$ cat src/rtl/stopwatch_lap_timer.sv
// Run/stop stopwatch (1/TICK_HZ s resolution) with a lap-capture FIFO.
// Countdown mode, time load and o_expired exist only with STOPWATCH_COUNTDOWN_EN defined.
module stopwatch_lap_timer #(
  parameter int CLK_HZ    = 100_000_000,
  parameter int TICK_HZ   = 100,
  parameter int HOUR_MAX  = 24,
  parameter int LAP_DEPTH = 4
) (
  input  logic                        clk,
  input  logic                        rst,
  input  logic                        i_run,
  input  logic                        i_stop,
  input  logic                        i_clear,
  input  logic                        i_lap,
  input  logic                        i_lap_rd,
  input  logic                        i_mode_down,
  input  logic                        i_load,
  input  logic [6:0]                  i_ld_msec,
  input  logic [5:0]                  i_ld_sec,
  input  logic [5:0]                  i_ld_min,
  input  logic [4:0]                  i_ld_hour,
  output logic                        o_is_running,
  output logic [6:0]                  msec,
  output logic [5:0]                  sec,
  output logic [5:0]                  min,
  output logic [4:0]                  hour,
  output logic                        o_expired,
  output logic                        o_lap_valid,
  output logic [6:0]                  o_lap_msec,
  output logic [5:0]                  o_lap_sec,
  output logic [5:0]                  o_lap_min,
  output logic [4:0]                  o_lap_hour,
  output logic [$clog2(LAP_DEPTH):0]  o_lap_count,
  output logic                        o_lap_ovf
);
  localparam int DIV = CLK_HZ / TICK_HZ;
  localparam int PW  = (DIV > 2) ? $clog2(DIV) : 1;
  localparam int AW  = $clog2(LAP_DEPTH);
  localparam int CW  = AW + 1;
  localparam logic [PW-1:0] PRE_MAX  = PW'(DIV - 1);
  localparam logic [6:0]    MSEC_MAX = 7'(TICK_HZ - 1);
  localparam logic [5:0]    SEC_MAX  = 6'd59;
  localparam logic [4:0]    HOUR_TOP = 5'(HOUR_MAX - 1);
  localparam logic [CW-1:0] FULL     = CW'(LAP_DEPTH);
  localparam logic [1:0]    S_IDLE = 2'd0, S_RUN = 2'd1, S_STOP = 2'd2;

  logic [1:0]    state_q, state_d;
  logic [PW-1:0] presc_q, presc_d;
  logic [6:0]    msec_q, msec_d, up_msec;
  logic [5:0]    sec_q, sec_d, up_sec;
  logic [5:0]    min_q, min_d, up_min;
  logic [4:0]    hour_q, hour_d, up_hour;
  logic          tick_s;
  logic [23:0]   lap_mem_q [LAP_DEPTH];
  logic [23:0]   lap_mem_d [LAP_DEPTH];
  logic [AW-1:0] wr_q, wr_d, rd_q, rd_d;
  logic [CW-1:0] cnt_q, cnt_d;
  logic          ovf_q, ovf_d, push_s, pop_s, wr_ok_s;
  logic [23:0]   head_s;

  assign tick_s = (state_q == S_RUN) && (presc_q == PRE_MAX);

  // Next time value when counting up, with cascaded carries
  always_comb begin
    up_msec = msec_q;
    up_sec  = sec_q;
    up_min  = min_q;
    up_hour = hour_q;
    if (msec_q == MSEC_MAX) begin
      up_msec = 7'd0;
      if (sec_q == SEC_MAX) begin
        up_sec = 6'd0;
        if (min_q == SEC_MAX) begin
          up_min  = 6'd0;
          up_hour = (hour_q == HOUR_TOP) ? 5'd0 : hour_q + 5'd1;
        end else begin
          up_min = min_q + 6'd1;
        end
      end else begin
        up_sec = sec_q + 6'd1;
      end
    end else begin
      up_msec = msec_q + 7'd1;
    end
  end

`ifdef STOPWATCH_COUNTDOWN_EN
  logic       mode_q, mode_d, expired_q, expired_d, zero_s;
  logic [6:0] dn_msec, ld_msec_s;
  logic [5:0] dn_sec, dn_min, ld_sec_s, ld_min_s;
  logic [4:0] dn_hour, ld_hour_s;

  assign zero_s    = (msec_q == 7'd0) && (sec_q == 6'd0) && (min_q == 6'd0) && (hour_q == 5'd0);
  assign ld_msec_s = (i_ld_msec > MSEC_MAX) ? MSEC_MAX : i_ld_msec;
  assign ld_sec_s  = (i_ld_sec > SEC_MAX) ? SEC_MAX : i_ld_sec;
  assign ld_min_s  = (i_ld_min > SEC_MAX) ? SEC_MAX : i_ld_min;
  assign ld_hour_s = (i_ld_hour > HOUR_TOP) ? HOUR_TOP : i_ld_hour;
  assign o_expired = expired_q;

  // Next time value when counting down; only used while the time is non-zero
  always_comb begin
    dn_msec = msec_q;
    dn_sec  = sec_q;
    dn_min  = min_q;
    dn_hour = hour_q;
    if (msec_q == 7'd0) begin
      dn_msec = MSEC_MAX;
      if (sec_q == 6'd0) begin
        dn_sec = SEC_MAX;
        if (min_q == 6'd0) begin
          dn_min  = SEC_MAX;
          dn_hour = hour_q - 5'd1;
        end else begin
          dn_min = min_q - 6'd1;
        end
      end else begin
        dn_sec = sec_q - 6'd1;
      end
    end else begin
      dn_msec = msec_q - 7'd1;
    end
  end

  // Mode and expiry pulse registers
  always_ff @(posedge clk or posedge rst) begin
    if (rst) begin
      mode_q    <= 1'b0;
      expired_q <= 1'b0;
    end else begin
      mode_q    <= mode_d;
      expired_q <= expired_d;
    end
  end
`else
  logic unused_ld_s;
  assign unused_ld_s = ^{i_mode_down, i_load, i_ld_msec, i_ld_sec, i_ld_min, i_ld_hour};
  assign o_expired   = 1'b0;
`endif

  // FSM, prescaler and live time next-state
  always_comb begin
    state_d = state_q;
    presc_d = presc_q;
    {hour_d, min_d, sec_d, msec_d} = {hour_q, min_q, sec_q, msec_q};
`ifdef STOPWATCH_COUNTDOWN_EN
    expired_d = 1'b0;
    if (state_q != S_RUN) mode_d = i_mode_down;
    else                  mode_d = mode_q;
`endif
    if (i_clear) begin
      state_d = S_IDLE;
      presc_d = '0;
      {hour_d, min_d, sec_d, msec_d} = 24'd0;
    end else begin
      if (state_q == S_RUN) presc_d = tick_s ? '0 : presc_q + PW'(1);
      else                  presc_d = presc_q;
      case (state_q)
        S_IDLE:  state_d = i_run ? S_RUN : S_IDLE;
        S_RUN:   state_d = i_stop ? S_STOP : S_RUN;
        S_STOP:  state_d = (i_run && !i_stop) ? S_RUN : S_STOP;
        default: state_d = S_IDLE;
      endcase
      if (tick_s) begin
`ifdef STOPWATCH_COUNTDOWN_EN
        if (!mode_q) begin
          {hour_d, min_d, sec_d, msec_d} = {up_hour, up_min, up_sec, up_msec};
        end else if (zero_s) begin
          // expiry: time already zero, hold it there and pause
          expired_d = 1'b1;
          state_d   = S_STOP;
        end else begin
          {hour_d, min_d, sec_d, msec_d} = {dn_hour, dn_min, dn_sec, dn_msec};
        end
`else
        {hour_d, min_d, sec_d, msec_d} = {up_hour, up_min, up_sec, up_msec};
`endif
      end else begin
        presc_d = presc_d;
      end
`ifdef STOPWATCH_COUNTDOWN_EN
      if (i_load && (state_q != S_RUN)) begin
        presc_d = '0;
        {hour_d, min_d, sec_d, msec_d} = {ld_hour_s, ld_min_s, ld_sec_s, ld_msec_s};
      end else begin
        presc_d = presc_d;
      end
`endif
    end
  end

  // Lap FIFO next-state; a pop frees the slot a same-cycle push needs when full
  always_comb begin
    lap_mem_d = lap_mem_q;
    wr_d      = wr_q;
    rd_d      = rd_q;
    cnt_d     = cnt_q;
    ovf_d     = ovf_q;
    push_s    = i_lap && (state_q == S_RUN) && !i_clear;
    pop_s     = i_lap_rd && (cnt_q != '0) && !i_clear;
    wr_ok_s   = push_s && ((cnt_q != FULL) || pop_s);
    if (i_clear) begin
      wr_d  = '0;
      rd_d  = '0;
      cnt_d = '0;
      ovf_d = 1'b0;
    end else begin
      if (wr_ok_s) begin
        lap_mem_d[wr_q] = {hour_q, min_q, sec_q, msec_q};
        wr_d = wr_q + AW'(1);
      end else if (push_s) begin
        ovf_d = 1'b1;
      end else begin
        ovf_d = ovf_q;
      end
      if (pop_s) rd_d = rd_q + AW'(1);
      else       rd_d = rd_q;
      case ({wr_ok_s, pop_s})
        2'b10:   cnt_d = cnt_q + CW'(1);
        2'b01:   cnt_d = cnt_q - CW'(1);
        default: cnt_d = cnt_q;
      endcase
    end
  end

  // State registers
  always_ff @(posedge clk or posedge rst) begin
    if (rst) begin
      state_q <= S_IDLE;
      presc_q <= '0;
      msec_q  <= 7'd0;
      sec_q   <= 6'd0;
      min_q   <= 6'd0;
      hour_q  <= 5'd0;
      wr_q    <= '0;
      rd_q    <= '0;
      cnt_q   <= '0;
      ovf_q   <= 1'b0;
      for (int i = 0; i < LAP_DEPTH; i++) lap_mem_q[i] <= 24'd0;
    end else begin
      state_q   <= state_d;
      presc_q   <= presc_d;
      msec_q    <= msec_d;
      sec_q     <= sec_d;
      min_q     <= min_d;
      hour_q    <= hour_d;
      wr_q      <= wr_d;
      rd_q      <= rd_d;
      cnt_q     <= cnt_d;
      ovf_q     <= ovf_d;
      lap_mem_q <= lap_mem_d;
    end
  end

  assign head_s       = lap_mem_q[rd_q];
  assign o_is_running = (state_q == S_RUN);
  assign {hour, min, sec, msec} = {hour_q, min_q, sec_q, msec_q};
  assign o_lap_valid  = (cnt_q != '0);
  assign o_lap_count  = cnt_q;
  assign o_lap_ovf    = ovf_q;
  assign {o_lap_hour, o_lap_min, o_lap_sec, o_lap_msec} = o_lap_valid ? head_s : 24'd0;
endmodule

$ cat config.mk
export PLATFORM = sky130hd
export DESIGN_NAME = stopwatch_lap_timer
export DESIGN_NICKNAME = d
export VERILOG_FILES = /design/src/rtl/stopwatch_lap_timer.sv
export SDC_FILE = /design/constraint.sdc
export NUM_CORES = 1
export LEC_CHECK = 0
export CAP_MARGIN = 15
export CORE_ASPECT_RATIO = 1.25
export CORE_UTILIZATION = 45
export DETAILED_ROUTE_END_ITERATION = 8
export PLACE_DENSITY = 0.77
export SLEW_MARGIN = 40
export SYNTH_ARGS = -nofsm -noshare
export SYNTH_HDL_FRONTEND = slang
export SYNTH_SLANG_ARGS = --single-unit
$ cat constraint.sdc
create_clock -name clk -period 8.4 [get_ports clk]
set_input_delay 2.52 -clock clk [delete_from_list [all_inputs] [get_ports clk]]
set_output_delay 2.52 -clock clk [all_outputs]
set_load 0.02 [all_outputs]
**Run 1: M3 wires**

The bar under the picture is 20 um long.
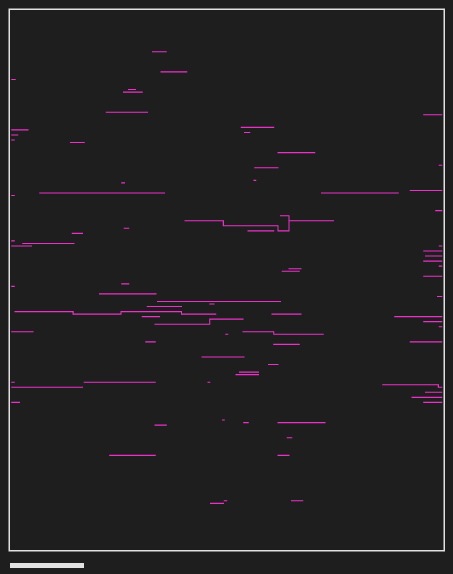
56 nets have wire on it. The layer carries 606 um of wire. The layer holds 3.8% of the routed length. The longest straight run is 33.6 um.

**Run 1: wiring heat map**

The bar under the picture is 20 um long. 23 x 29 tiles, from dark blue (low) to red (high), scaled to the fullest tile. Values are wire area over tile area, all layers added.
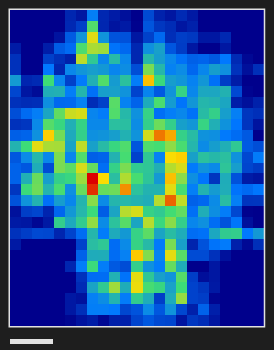
The fullest tile reaches 0.58. The densest ninth of the die: middle. 19% of the tiles are nearly empty. 13% of the tiles are over half the peak. The emptiest ninth of the die: bottom left.

==> impl_results.html, run 1 <==
<h2>Synthesis and place &amp; route</h2>
<table>
<tr><th>Metric</th><th>Value</th></tr>
<tr><th colspan="2">Outcome</th></tr>
<tr><td>Run status</td><td>finished, final reports clean</td></tr>
<tr><th colspan="2">Yosys</th></tr>
<tr><td>Adders+Majority by Area</td><td>1.788%</td></tr>
<tr><td>Post-Synth AOI/OAI Area</td><td>5.432%</td></tr>
<tr><td>Proportion of register bits with asynchronous set or reset after synthesis</td><td>100.0%</td></tr>
<tr><td>Number of standard cells reported by yosys</td><td>612</td></tr>
<tr><td>Proportion of synthesized chip area in sequential cells</td><td>50.61%</td></tr>
<tr><td>Post-synthesis chip area from yosys</td><td>0.007417 sq mm</td></tr>
<tr><td>Synthesized registers</td><td>150</td></tr>
<tr><td>Syn_nets</td><td>655</td></tr>
<tr><td>Post-synthesis xor/xnor area fraction</td><td>2.362%</td></tr>
<tr><td>Mean instance size in the synthesized netlist</td><td>12.12 sq um</td></tr>
<tr><td>Cell area after synthesis</td><td>0.007417 sq mm</td></tr>
<tr><td>Count of flip-flops with a built-in enable after synthesis</td><td>0</td></tr>
<tr><td>Multiplexer share of the synthesized area</td><td>22.40%</td></tr>
<tr><td>Post-Syn Instances</td><td>612</td></tr>
<tr><td>Number of warnings printed during yosys synthesis</td><td>0</td></tr>
<tr><td>Largest area contributor in the synthesized netlist</td><td>sky130_fd_sc_hd__dfrtp_1</td></tr>
<tr><td>Ranking of synthesized cells by instance count</td><td>150 x sky130_fd_sc_hd__dfrtp_1, 96 x sky130_fd_sc_hd__mux2_2, 36 x sky130_fd_sc_hd__nor2_1</td></tr>
<tr><td>Post-synthesis share of cell area spent on and, or, nand and nor gates</td><td>14.71%</td></tr>
<tr><td>Largest non-sequential cell family by area</td><td>multiplexers</td></tr>
<tr><td>Commonest register cell after synthesis</td><td>sky130_fd_sc_hd__dfrtp_1</td></tr>
<tr><td>Number of unique standard cell types used by synthesis</td><td>58</td></tr>
<tr><th colspan="2">Die</th></tr>
<tr><td>Die Outline Area</td><td>0.01700 sq mm</td></tr>
<tr><td>Initial standard-cell utilization of the core</td><td>45.97%</td></tr>
<tr><td>Die height</td><td>145.5 um</td></tr>
<tr><td>Well Taps</td><td>216</td></tr>
<tr><td>Placement row count</td><td>52</td></tr>
<tr><td>Die span in x</td><td>116.8 um</td></tr>
<tr><th colspan="2">Power and ir drop</th></tr>
<tr><td>Power consumption</td><td>1.649 mW</td></tr>
<tr><td>P_comb</td><td>75.8 uW</td></tr>
<tr><td>Heaviest power group</td><td>clock</td></tr>
<tr><td>Clock network power consumption</td><td>834 uW</td></tr>
<tr><td>Internal Power</td><td>1.299 mW</td></tr>
<tr><td>Worst IR drop on VDD</td><td>107.6 uV</td></tr>
<tr><td>Net switching power</td><td>349.5 uW</td></tr>
<tr><td>Fraction of power consumed by sequential logic</td><td>44.8%</td></tr>
<tr><td>Power of the sequential group</td><td>739 uW</td></tr>
<tr><td>Switching power share of the total</td><td>21.20%</td></tr>
<tr><th colspan="2">Final layout</th></tr>
<tr><td>Number of buffers outside the clock class in the layout</td><td>69</td></tr>
<tr><td>Ratio of cells with drive above 1 in the final layout</td><td>25.41%</td></tr>
<tr><td>Area-dominant cell class after layout</td><td>registers</td></tr>
<tr><td>Design area</td><td>0.008869 sq mm</td></tr>
<tr><td>Most numerous logic cell after layout</td><td>sky130_fd_sc_hd__dfrtp_1</td></tr>
<tr><td>Multi-input gates</td><td>415</td></tr>
<tr><td>Combined flip-flop and latch cell area</td><td>0.003755 sq mm</td></tr>
<tr><td>Inverters, non-clock</td><td>11</td></tr>
<tr><td>Dominant logic cell types in the final layout</td><td>149 x sky130_fd_sc_hd__dfrtp_1, 96 x sky130_fd_sc_hd__mux2_2, 60 x sky130_fd_sc_hd__clkdlybuf4s50_1</td></tr>
<tr><td>Area grow syn2layout</td><td>19.57%</td></tr>
<tr><td>Post-layout instance count excluding filler cells</td><td>893</td></tr>
<tr><td>Count of antenna diodes in the layout</td><td>0</td></tr>
<tr><td>Fillcell total</td><td>1346</td></tr>
<tr><td>Register containing the most flip-flops in the final layout</td><td>lap_mem_q</td></tr>
<tr><th colspan="2">Min path</th></tr>
<tr><td>Hold path startpoint</td><td>lap_mem_q[44]</td></tr>
<tr><td>Min-Delay Endpoint</td><td>lap_mem_q[44]</td></tr>
<tr><td>Kind of path behind the tightest hold check</td><td>reg -&gt; reg</td></tr>
<tr><td>Cell depth of the worst min-delay path</td><td>1</td></tr>
<tr><th colspan="2">Clock tree</th></tr>
<tr><td>Setup bufs post-CTS</td><td>0</td></tr>
<tr><td>CTS-repair resized insts</td><td>0</td></tr>
<tr><td>Number of H-tree levels</td><td>4</td></tr>
<tr><td>Root buffer selected by CTS</td><td>sky130_fd_sc_hd__clkbuf_16</td></tr>
<tr><td>CTS tree</td><td>yes</td></tr>
<tr><td>Later-pin clock latency in the skew report</td><td>0.43 ns</td></tr>
<tr><td>CTS clk-pin slew, worst paths</td><td>0.06 ns</td></tr>
<tr><td>Hold buffer count at cts</td><td>0</td></tr>
<tr><th colspan="2">Placement</th></tr>
<tr><td>Placed cell count</td><td>861</td></tr>
<tr><td>Placement-stage worst setup slack</td><td>3.244 ns</td></tr>
<tr><td>Instance area after placement</td><td>0.008210 sq mm</td></tr>
<tr><td>Final weighted congestion of routability-driven global placement</td><td>0.8522</td></tr>
<tr><th colspan="2">Critical path</th></tr>
<tr><td>Buffer and inverter count on the worst path</td><td>2</td></tr>
<tr><td>Required @ worst endpoint</td><td>5.88 ns</td></tr>
<tr><td>Critical path peak fanout</td><td>14</td></tr>
<tr><td>Dominant delay contributor by cell family on the critical path</td><td>buffers and inverters</td></tr>
<tr><td>Sort of element at the start of the critical path</td><td>register</td></tr>
<tr><td>FF-to-FF path depth</td><td>7</td></tr>
<tr><td>Crit path capture type</td><td>output port</td></tr>
<tr><td>Category of the most critical setup path</td><td>reg -&gt; out</td></tr>
<tr><td>Capturing instance or port of the critical path</td><td>o_lap_msec[2]</td></tr>
<tr><td>Critical Path Source</td><td>rd_q[0]</td></tr>
<tr><td>Worst reg-to-reg setup slack</td><td>5.68 ns</td></tr>
<tr><td>Slowest CP cell</td><td>sky130_fd_sc_hd__dfrtp_2</td></tr>
<tr><td>Data arrival time of the critical path</td><td>2.75 ns</td></tr>
<tr><td>Reg-to-reg endpoint</td><td>o_lap_count[1]</td></tr>
<tr><td>Reg2Reg Launch Point</td><td>state_q[1]</td></tr>
<tr><th colspan="2">Timing</th></tr>
<tr><td>Min Tclk post-route</td><td>5.272 ns</td></tr>
<tr><td>Slew at the pin closest to its max-slew limit</td><td>0.7708 ns</td></tr>
<tr><td>Number of pins with negative max-slew slack in the final report</td><td>0</td></tr>
<tr><td>Unrepaired setup endpoints after global routing</td><td>false</td></tr>
<tr><td>Final-report hold violation count</td><td>0</td></tr>
<tr><td>Total Negative Setup Slacks</td><td>0 ns</td></tr>
<tr><td>Slew HR</td><td>48.61%</td></tr>
<tr><th colspan="2">Drt</th></tr>
<tr><td>Routed via count</td><td>5043</td></tr>
<tr><td>Detailed-route wire length</td><td>15950 um</td></tr>
<tr><td>Post-detailed-route count of antenna-violating nets</td><td>0</td></tr>
<tr><td>Starting DRC count in detailed routing</td><td>329</td></tr>
<tr><td>Met2 wirelength from detailed routing</td><td>8490 um</td></tr>
<tr><td>Average wire per cell in the routed design</td><td>17.86 um</td></tr>
<tr><td>Routed length on met1</td><td>6544 um</td></tr>
<tr><th colspan="2">Run</th></tr>
<tr><td>Total tool warning count</td><td>55</td></tr>
<tr><th colspan="2">GRT</th></tr>
<tr><td>Antenna violations before repair</td><td>0</td></tr>
<tr><td>Global-route wire length before repair</td><td>26870 um</td></tr>
<tr><td>Number of global-route vias before repair</td><td>5267</td></tr>
<tr><td>Most crowded layer after global routing</td><td>met2</td></tr>
<tr><td>GR Util All Layers</td><td>20.74%</td></tr>
</table>
**Run 1: clock wiring as the flow saved it**

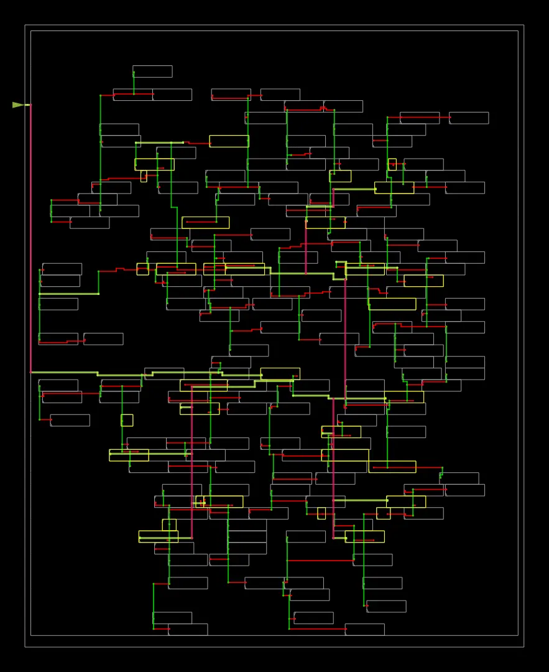
number of buffers inserted during clock tree synthesis: 17
clock buffer count in the final layout: 20
Layout Skew: 0.01005 ns
flop count: 150

## Run 2: what changed since run 1
Settings changed: PLACE_DENSITY 0.77 to 0.79.
Clock period 8.4 ns to 4.5 ns, I/O delays scaled along.
**Run 2: placement by cell class**

Fill, decap, tap and diode cells in gray.
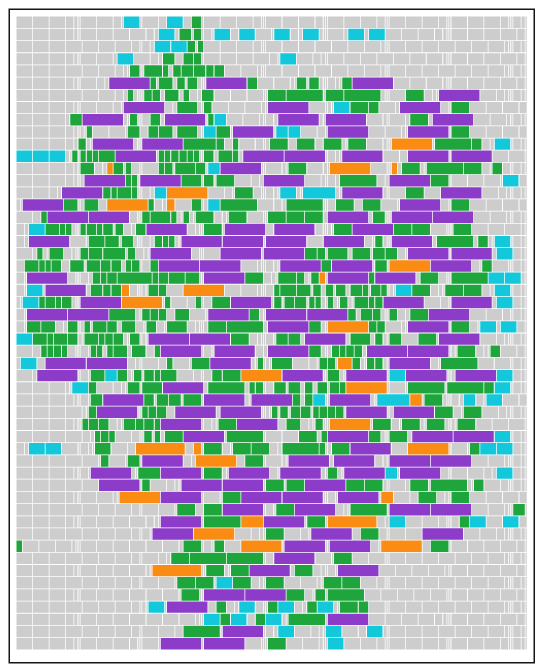
Key: cyan = other buffers and delay cells [cells 73, share of their area 8.4%]; orange = clock drivers and dummy loads [cells 30, share of their area 6.8%]; green = all other logic [cells 426, share of their area 41%]; purple = flip-flops [cells 150, share of their area 44%]

==> impl_results.html, run 2 <==
<h2>Synthesis and place &amp; route</h2>
<table>
<tr><th>Metric</th><th>Value</th></tr>
<tr><th colspan="2">Timing</th></tr>
<tr><td>Layout Skew</td><td>0.007773 ns (-0.002280 ns)</td></tr>
<tr><td>Total Negative Setup Slacks</td><td>0 ns (unchanged)</td></tr>
<tr><td>Final-report hold violation count</td><td>0 (unchanged)</td></tr>
<tr><td>Unrepaired setup endpoints after global routing</td><td>false</td></tr>
<tr><td>Slew at the pin closest to its max-slew limit</td><td>0.8381 ns (+0.06723 ns)</td></tr>
<tr><td>Min Tclk post-route</td><td>3.873 ns</td></tr>
<tr><td>Slew HR</td><td>43.70% (-4.9 points)</td></tr>
<tr><td>Number of pins with negative max-slew slack in the final report</td><td>0 (unchanged)</td></tr>
<tr><th colspan="2">GRT</th></tr>
<tr><td>Antenna violations before repair</td><td>0 (unchanged)</td></tr>
<tr><td>GR Util All Layers</td><td>21.42% (+0.68 points)</td></tr>
<tr><td>Most crowded layer after global routing</td><td>met2</td></tr>
<tr><td>Global-route wire length before repair</td><td>28060 um (+4.4%)</td></tr>
<tr><td>Number of global-route vias before repair</td><td>5471 (+3.9%)</td></tr>
<tr><th colspan="2">Final layout</th></tr>
<tr><td>Multi-input gates</td><td>415 (unchanged)</td></tr>
<tr><td>Count of antenna diodes in the layout</td><td>0 (unchanged)</td></tr>
<tr><td>Fillcell total</td><td>1377 (+2.3%)</td></tr>
<tr><td>Most numerous logic cell after layout</td><td>sky130_fd_sc_hd__dfrtp_1</td></tr>
<tr><td>Post-layout instance count excluding filler cells</td><td>895 (+0.22%)</td></tr>
<tr><td>Dominant logic cell types in the final layout</td><td>150 x sky130_fd_sc_hd__dfrtp_1, 96 x sky130_fd_sc_hd__mux2_2, 60 x sky130_fd_sc_hd__clkdlybuf4s50_1</td></tr>
<tr><td>Number of buffers outside the clock class in the layout</td><td>73 (+5.8%)</td></tr>
<tr><td>Area-dominant cell class after layout</td><td>registers</td></tr>
<tr><td>Area grow syn2layout</td><td>19.18%</td></tr>
<tr><td>Ratio of cells with drive above 1 in the final layout</td><td>25.04% (-0.37 points)</td></tr>
<tr><td>Design area</td><td>0.008840 sq mm (-0.32%)</td></tr>
<tr><th colspan="2">Outcome</th></tr>
<tr><td>Run status</td><td>finished, final reports clean</td></tr>
<tr><th colspan="2">Yosys</th></tr>
<tr><td>Ranking of synthesized cells by instance count</td><td>150 x sky130_fd_sc_hd__dfrtp_1, 96 x sky130_fd_sc_hd__mux2_2, 36 x sky130_fd_sc_hd__nor2_1</td></tr>
<tr><td>Count of flip-flops with a built-in enable after synthesis</td><td>0 (unchanged)</td></tr>
<tr><td>Multiplexer share of the synthesized area</td><td>22.40% (unchanged)</td></tr>
<tr><td>Proportion of synthesized chip area in sequential cells</td><td>50.61% (unchanged)</td></tr>
<tr><td>Post-Synth AOI/OAI Area</td><td>5.432% (unchanged)</td></tr>
<tr><td>Number of standard cells reported by yosys</td><td>612 (unchanged)</td></tr>
<tr><td>Mean instance size in the synthesized netlist</td><td>12.12 sq um (unchanged)</td></tr>
<tr><td>Largest non-sequential cell family by area</td><td>multiplexers</td></tr>
<tr><td>Post-synthesis chip area from yosys</td><td>0.007417 sq mm (unchanged)</td></tr>
<tr><td>Largest area contributor in the synthesized netlist</td><td>sky130_fd_sc_hd__dfrtp_1</td></tr>
<tr><td>Adders+Majority by Area</td><td>1.788% (unchanged)</td></tr>
<tr><td>Number of unique standard cell types used by synthesis</td><td>58 (unchanged)</td></tr>
<tr><td>Post-Syn Instances</td><td>612 (unchanged)</td></tr>
<tr><td>Cell area after synthesis</td><td>0.007417 sq mm (unchanged)</td></tr>
<tr><td>Syn_nets</td><td>655 (unchanged)</td></tr>
<tr><td>Proportion of register bits with asynchronous set or reset after synthesis</td><td>100.0% (unchanged)</td></tr>
<tr><td>Post-synthesis share of cell area spent on and, or, nand and nor gates</td><td>14.71% (unchanged)</td></tr>
<tr><th colspan="2">Critical path</th></tr>
<tr><td>Crit path capture type</td><td>output port</td></tr>
<tr><td>Critical path peak fanout</td><td>27 (+13)</td></tr>
<tr><td>Buffer and inverter count on the worst path</td><td>1 (-1)</td></tr>
<tr><td>Worst reg-to-reg setup slack</td><td>1.75 ns (-3.93 ns)</td></tr>
<tr><td>Capturing instance or port of the critical path</td><td>o_lap_msec[1]</td></tr>
<tr><td>Required @ worst endpoint</td><td>3.15 ns (-2.73 ns)</td></tr>
<tr><td>Data arrival time of the critical path</td><td>2.52 ns (-0.23 ns)</td></tr>
<tr><td>FF-to-FF path depth</td><td>7 (unchanged)</td></tr>
<tr><td>Reg-to-reg endpoint</td><td>o_lap_count[1]</td></tr>
<tr><th colspan="2">Power and ir drop</th></tr>
<tr><td>Switching power share of the total</td><td>21.76% (+0.56 points)</td></tr>
<tr><td>Net switching power</td><td>637.9 uW (+83%)</td></tr>
<tr><td>Internal Power</td><td>2.294 mW (+77%)</td></tr>
<tr><td>Fraction of power consumed by sequential logic</td><td>46.9% (+2.1 points)</td></tr>
<tr><td>Worst IR drop on VDD</td><td>192.8 uV (+79%)</td></tr>
<tr><td>P_comb</td><td>151 uW (+99%)</td></tr>
<tr><td>Power consumption</td><td>2.932 mW (+78%)</td></tr>
<tr><td>Heaviest power group</td><td>clock</td></tr>
<tr><th colspan="2">Clock tree</th></tr>
<tr><td>CTS clk-pin slew, worst paths</td><td>0.06 ns (about the same)</td></tr>
<tr><td>Root buffer selected by CTS</td><td>sky130_fd_sc_hd__clkbuf_16</td></tr>
<tr><td>CTS tree</td><td>yes</td></tr>
<tr><td>Hold buffer count at cts</td><td>0 (unchanged)</td></tr>
<tr><td>Later-pin clock latency in the skew report</td><td>0.42 ns (about the same)</td></tr>
<tr><td>Number of H-tree levels</td><td>4 (unchanged)</td></tr>
<tr><th colspan="2">Min path</th></tr>
<tr><td>Kind of path behind the tightest hold check</td><td>reg -&gt; reg</td></tr>
<tr><td>Cell depth of the worst min-delay path</td><td>1 (unchanged)</td></tr>
<tr><td>Hold path startpoint</td><td>lap_mem_q[17]</td></tr>
<tr><td>Min-Delay Endpoint</td><td>lap_mem_q[17]</td></tr>
<tr><th colspan="2">Die</th></tr>
<tr><td>Die span in x</td><td>116.8 um (unchanged)</td></tr>
<tr><td>Placement row count</td><td>52 (unchanged)</td></tr>
<tr><td>Initial standard-cell utilization of the core</td><td>45.97% (unchanged)</td></tr>
<tr><td>Well Taps</td><td>216 (unchanged)</td></tr>
<tr><th colspan="2">Drt</th></tr>
<tr><td>Met2 wirelength from detailed routing</td><td>9038 um (+6.5%)</td></tr>
<tr><td>Routed via count</td><td>5108 (+1.3%)</td></tr>
<tr><td>Starting DRC count in detailed routing</td><td>300 (-8.8%)</td></tr>
<tr><td>Average wire per cell in the routed design</td><td>18.48 um (+3.5%)</td></tr>
<tr><td>Routed length on met1</td><td>6662 um (+1.8%)</td></tr>
<tr><th colspan="2">Placement</th></tr>
<tr><td>Placement-stage worst setup slack</td><td>0.8053 ns (-2.439 ns)</td></tr>
<tr><td>Instance area after placement</td><td>0.008260 sq mm (+0.61%)</td></tr>
<tr><td>Final weighted congestion of routability-driven global placement</td><td>0.8646 (+1.5%)</td></tr>
<tr><td>Placed cell count</td><td>865 (+0.46%)</td></tr>
<tr><th colspan="2">Run</th></tr>
<tr><td>Total tool warning count</td><td>55 (unchanged)</td></tr>
</table>
**Run 2: clock wiring as the flow saved it**

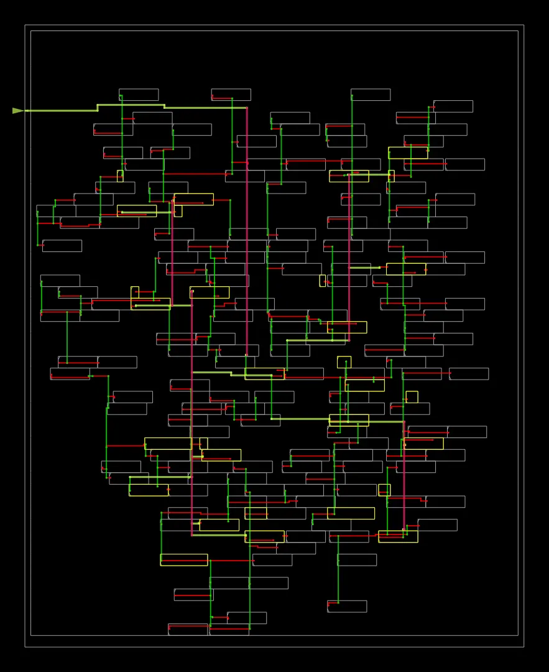
clock buffer count in the final layout: 21
clock network power consumption: 1.41 mW
number of sinks on the clock net: 150

No activity file was given, so power comes from the tool's default toggle rates.
